--- config.mk ---
export PLATFORM = sky130hd
export DESIGN_NAME = mdu_ctrl
export DESIGN_NICKNAME = d
export VERILOG_FILES = /design/src/rtl/pipeline_types_pkg.sv /design/src/rtl/mdu_step.sv /design/src/rtl/mdu_ctrl.sv
export SDC_FILE = /design/constraint.sdc
export NUM_CORES = 1
export LEC_CHECK = 0
export ABC_AREA = 1
export CORE_AREA = 2 2 271 273
export CTS_BUF_LIST = sky130_fd_sc_hd__clkbuf_16
export DETAILED_ROUTE_END_ITERATION = 16
export DIE_AREA = 0 0 273 275
export SYNTH_ARGS = -nofsm -noshare
export SYNTH_HDL_FRONTEND = slang
export SYNTH_SLANG_ARGS = --single-unit
--- constraint.sdc ---
create_clock -name clk -period 6.1 [get_ports clk]
set_input_delay 1.83 -clock clk [delete_from_list [all_inputs] [get_ports clk]]
set_output_delay 1.83 -clock clk [all_outputs]
set_load 0.02 [all_outputs]
--- src/rtl/pipeline_types_pkg.sv ---
// pipeline_types_pkg: shared mul/div op encoding, iteration count and operand magnitude helper
package pipeline_types_pkg;
  typedef enum logic [1:0] {OP_MULTU = 2'b00, OP_MULT = 2'b01, OP_DIVU = 2'b10, OP_DIV = 2'b11} mdu_op_t;
  localparam int MDU_ITER = 32;
  function automatic logic [31:0] mag(input logic [31:0] v, input logic s);
    return (s && v[31]) ? -v : v;
  endfunction
endpackage

--- src/rtl/mdu_step.sv ---
// mdu_step: one radix-2 iteration (i_div=0 shift-add multiply, i_div=1 restoring divide) on {i_hi,i_lo} with operand i_m
module mdu_step (
  input  logic        i_div,
  input  logic [31:0] i_hi,
  input  logic [31:0] i_lo,
  input  logic [31:0] i_m,
  output logic [31:0] o_hi,
  output logic [31:0] o_lo
);
  logic [32:0] w_sum, w_rem, w_diff;
  always_comb begin
    w_sum  = {1'b0, i_hi} + (i_lo[0] ? {1'b0, i_m} : 33'd0);
    w_rem  = {i_hi, i_lo[31]};
    w_diff = w_rem - {1'b0, i_m};
    o_hi   = i_div ? (w_diff[32] ? w_rem[31:0] : w_diff[31:0]) : w_sum[32:1];
    o_lo   = i_div ? {i_lo[30:0], ~w_diff[32]} : {w_sum[0], i_lo[31:1]};
  end
endmodule

--- src/rtl/mdu_ctrl.sv ---
// mdu_ctrl: 32-cycle iterative MULT/MULTU/DIV/DIVU unit owning HI/LO; ports clk rst start op a b flush hilo_we hiwd lowd -> busy done dz hi lo
module mdu_ctrl
  import pipeline_types_pkg::*;
(
  input  logic        clk,
  input  logic        rst,
  input  logic        start,
  input  logic [1:0]  op,
  input  logic [31:0] a,
  input  logic [31:0] b,
  input  logic        flush,
  input  logic        hilo_we,
  input  logic [31:0] hiwd,
  input  logic [31:0] lowd,
  output logic        busy,
  output logic        done,
  output logic        dz,
  output logic [31:0] hi,
  output logic [31:0] lo
);
  typedef enum logic [1:0] {S_IDLE, S_RUN, S_FIN} state_t;
  state_t      r_state;
  logic [5:0]  r_cnt;
  logic [31:0] r_acc_hi, r_acc_lo, r_m, r_hi, r_lo;
  logic        r_div, r_neg_q, r_neg_r, r_dz;
  logic        w_signed, w_isdiv;
  logic [31:0] w_step_hi, w_step_lo, w_q, w_r;
  logic [63:0] w_prod, w_prod_s;
  mdu_op_t     w_op;
  assign w_op     = mdu_op_t'(op);
  assign w_signed = (w_op == OP_MULT) || (w_op == OP_DIV);
  assign w_isdiv  = (w_op == OP_DIVU) || (w_op == OP_DIV);
  mdu_step u_step (
    .i_div(r_div),
    .i_hi (r_acc_hi),
    .i_lo (r_acc_lo),
    .i_m  (r_m),
    .o_hi (w_step_hi),
    .o_lo (w_step_lo)
  );
  assign w_prod   = {r_acc_hi, r_acc_lo};
  assign w_prod_s = r_neg_q ? -w_prod : w_prod;
  assign w_q      = r_dz ? 32'hFFFF_FFFF : (r_neg_q ? -r_acc_lo : r_acc_lo);
  assign w_r      = r_neg_r ? -r_acc_hi : r_acc_hi;
  assign busy     = r_state != S_IDLE;
  assign done     = (r_state == S_FIN) && !flush && !rst;
  assign dz       = done && r_dz;
  assign hi       = r_hi;
  assign lo       = r_lo;
  always_ff @(posedge clk) begin
    if (rst) begin
      r_state  <= S_IDLE;
      r_cnt    <= '0;
      r_hi     <= '0;
      r_lo     <= '0;
      r_acc_hi <= '0;
      r_acc_lo <= '0;
      r_m      <= '0;
      r_div    <= 1'b0;
      r_neg_q  <= 1'b0;
      r_neg_r  <= 1'b0;
      r_dz     <= 1'b0;
    end else begin
      case (r_state)
        S_IDLE: begin
          if (hilo_we) begin
            r_hi <= hiwd;
            r_lo <= lowd;
          end
          if (start && !flush) begin
            r_state  <= S_RUN;
            r_cnt    <= '0;
            r_div    <= w_isdiv;
            r_neg_q  <= w_signed && (a[31] ^ b[31]);
            r_neg_r  <= w_signed && w_isdiv && a[31];
            r_dz     <= w_isdiv && (b == '0);
            r_acc_hi <= '0;
            // the shifted operand sits in acc_lo: multiplier for mul, dividend for div
            r_acc_lo <= w_isdiv ? mag(a, w_signed) : mag(b, w_signed);
            r_m      <= w_isdiv ? mag(b, w_signed) : mag(a, w_signed);
          end
        end
        S_RUN: begin
          if (flush) r_state <= S_IDLE;
          else begin
            r_acc_hi <= w_step_hi;
            r_acc_lo <= w_step_lo;
            r_cnt    <= r_cnt + 6'd1;
            if (r_cnt == 6'(MDU_ITER - 1)) r_state <= S_FIN;
          end
        end
        S_FIN: begin
          r_state <= S_IDLE;
          if (!flush) begin
            r_hi <= r_div ? w_r : w_prod_s[63:32];
            r_lo <= r_div ? w_q : w_prod_s[31:0];
          end
        end
        default: r_state <= S_IDLE;
      endcase
    end
  end
endmodule
==> results_slide.txt, run 1 <==
Flow Results at a Glance

Logic synthesis
  • Ao+oa area frac: a little under a fifth
  • Comb area leader: simple AND/OR/NAND/NOR gates
  • Area share, top type: roughly a fifth
  • Synth async-reset ratio: 0%
  • Mux frac, synth: 0%

Setup path
  • Crit path buffers/inverters: 3
  • Worst stage delay on the critical path: 0.63 ns
  • Worst Path Required: ~4.3 ns
  • CP max-delay cell: clkdlybuf4s50_1

Detailed routing
  • 1st-pass router iterations: 9

Final timing
  • Worst-Margin Slew: 1.33 ns
  • Setup ws final: between 1 and 1.5 ns
  • Setup violators final: 0
  • RSZ-0062 raised after global routing: false

Finish
  • # diodes: 0
  • Clock-cell share: under 10%
  • Top Layout Cells: nand2_1, inv_1, nand3_1
  • Plain + repair buffers: approximately 230
  • Commonest non-fill, non-tap cell in the layout: nand2_1
  • Inverters: just over 500

Clocking
  • CTS clk-pin slew, worst paths: 0.09 ns
  • Setup bufs post-CTS: 0
  • CTS root buf: clkbuf_16
  • Clock Tree Buf Depth: 2

Placement
  • DP HPWL: between 60 and 70 mm

Global route
  • Initial antenna violation count: 0
  • Largest net degree at the start of global routing: approximately 64
  • Total grt overflow: 0

Run status
  • Status: finished, final reports clean

Floorplanning
  • Rows: between 90 and 100

Power and ir drop
  • Switch share: about two fifths
[run 1: worst paths after layout]
path                             from                        end  cells past startpoint
max                             flush                         dz                      5
min             r_cnt[1]$_SDFFE_PP0P_      r_cnt[1]$_SDFFE_PP0P_                      2
max reg2reg  r_acc_hi[0]$_SDFFE_PP0P_  r_acc_hi[30]$_SDFFE_PP0P_                     18
min reg2reg     r_cnt[1]$_SDFFE_PP0P_      r_cnt[1]$_SDFFE_PP0P_                      2
[run 1: per-stage QoR]
| step | total power, mW | cell area, um^2 |
|---|---|---|
| final | 3.74 | 21500 |
| after global routing | 3.93 | 21500 |
| after CTS | 3.73 | 21500 |
| after detailed placement | 2.56 | 20900 |
| after global placement | 2.56 | 20900 |
| after floorplan | 2.09 | 18000 |
run_1/layer_met4.png
Scale: 1.5 px per um.
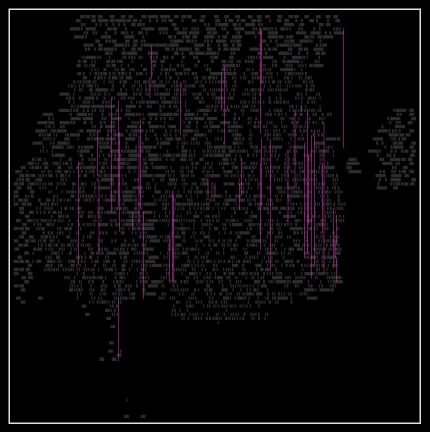
The layer carries 2,070 um of wire. The layer holds 2.7% of the routed length. The wires run mostly vertical. The longest straight run is 101 um. 36 nets have wire on it.
DR vias: 21,600
total wire length: 77.1 mm

run_1/congestion.png
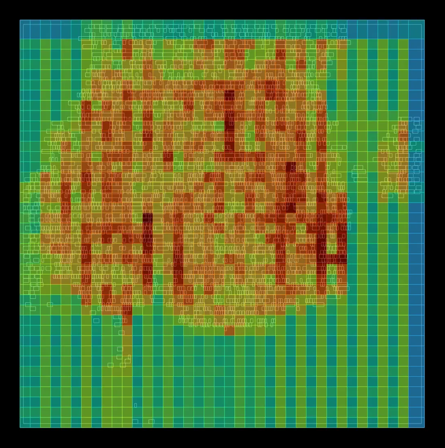
final core occ: 29.7%
met3 Track Usage GR: 2.57%

run_1/wires.png
Scale: 1.5 px per um.
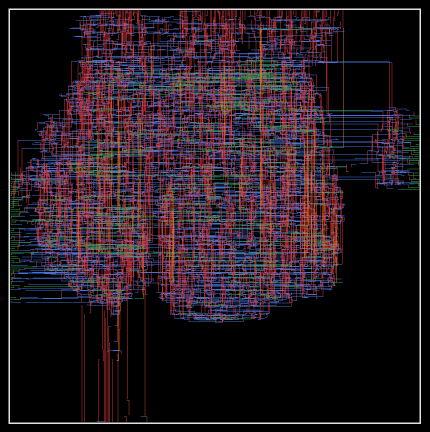
Key: metal 3 = green [wire length 5,920 um]; metal 4 = orange [wire length 2,070 um]; metal 2 = red [wire length 33.6 mm]; metal 1 = blue [wire length 35.5 mm]
global-route usage over all layers: 20.0%
Routed WL per cell: 17.7 um

## Run 2: what changed since run 1
clock period = 4.35 ns   (was 6.1 ns; I/O delays follow)
run_2/congestion.png
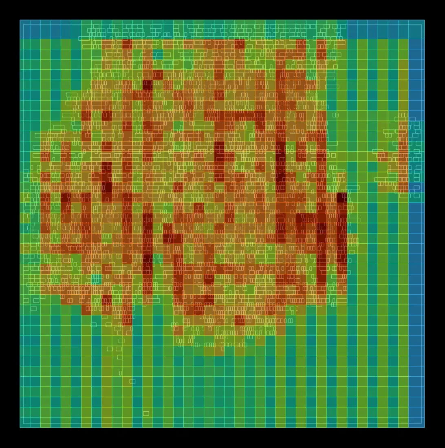
met3 Track Usage GR: 3.07%
final core occ: 29.8%
met2 track utilization from global routing: 32.5%
GRT met1 Usage: 28.6%

==> results_slide.txt, run 2 <==
Flow Results at a Glance

Run status
  • Status: finished, final reports clean

Floorplanning
  • Rows: 99 (unchanged)

Clocking
  • CTS clk-pin slew, worst paths: 0.09 ns (about the same)
  • Setup bufs post-CTS: 0 (unchanged)
  • CTS root buf: clkbuf_16
  • Clock Tree Buf Depth: 2 (unchanged)

Power and ir drop
  • Switch share: 40.8% (-0.33 points)
  • Power, Total: 5.31 mW (+42%)

Detailed routing
  • 1st-pass router iterations: 6 (-3)
  • DR vias: 21,500 (-0.18%)
  • Total wire length: 78.9 mm (+2.3%)
  • Routed WL per cell: 18.1 um (+2.1%)

Setup path
  • Worst path depth: 5 (unchanged)
  • Reg2reg end: r_acc_hi[30]$_SDFFE_PP0P_
  • RR Startpoint: r_acc_hi[0]$_SDFFE_PP0P_
  • Worst Setup SP: flush
  • Crit path to: dz

Finish
  • Top Layout Cells: nand2_1, inv_1, nand3_1
  • Fin area: 21,600 um^2 (+0.54%)
  • Commonest non-fill, non-tap cell in the layout: nand2_1

Final timing
  • Worst-Margin Slew: 1.32 ns (-0.00786 ns)
  • Setup violators final: 0 (unchanged)
  • Setup ws final: 0.320 ns (-0.716 ns)

Hold path
  • Hold Crit Depth: 2 (unchanged)

Global route
  • Initial antenna violation count: 4 (+4)

Placement
  • DP HPWL: 63.8 mm (+3.0%)
[run 2: final cells by class]
type	count	area, um^2	area share, %
inverter	514	1930	8.94
tap	959	1200	5.56
timing repair buffer	236	2310	10.7
multi-input combinational	2450	12100	55.9
clock inverter	15	203	0.939
clock buffer	17	425	1.97
sequential	172	3450	16.0
[run 2: cell families after synthesis]
logic type               after synthesis  synth area share, %
AND/OR/NAND/NOR                     1664                 38.8
adder cells (fa/ha/maj)               71                 5.03
flip-flops                           172                 19.2
AND-OR/OR-AND                        620                 18.6
buffers and inverters                637                 13.7
XOR/XNOR                              95                 4.63
[run 2: metal layers]
metal	vias to the layer above	global-route usage (%)	wire length, um
met3	103	3.07	5560
met4	6	5.80	2130
met2	850	32.5	34800
met5	-	0	46
li1	10700	-	-
met1	9873	28.6	36400
Power is estimated from default activity; no workload was simulated.
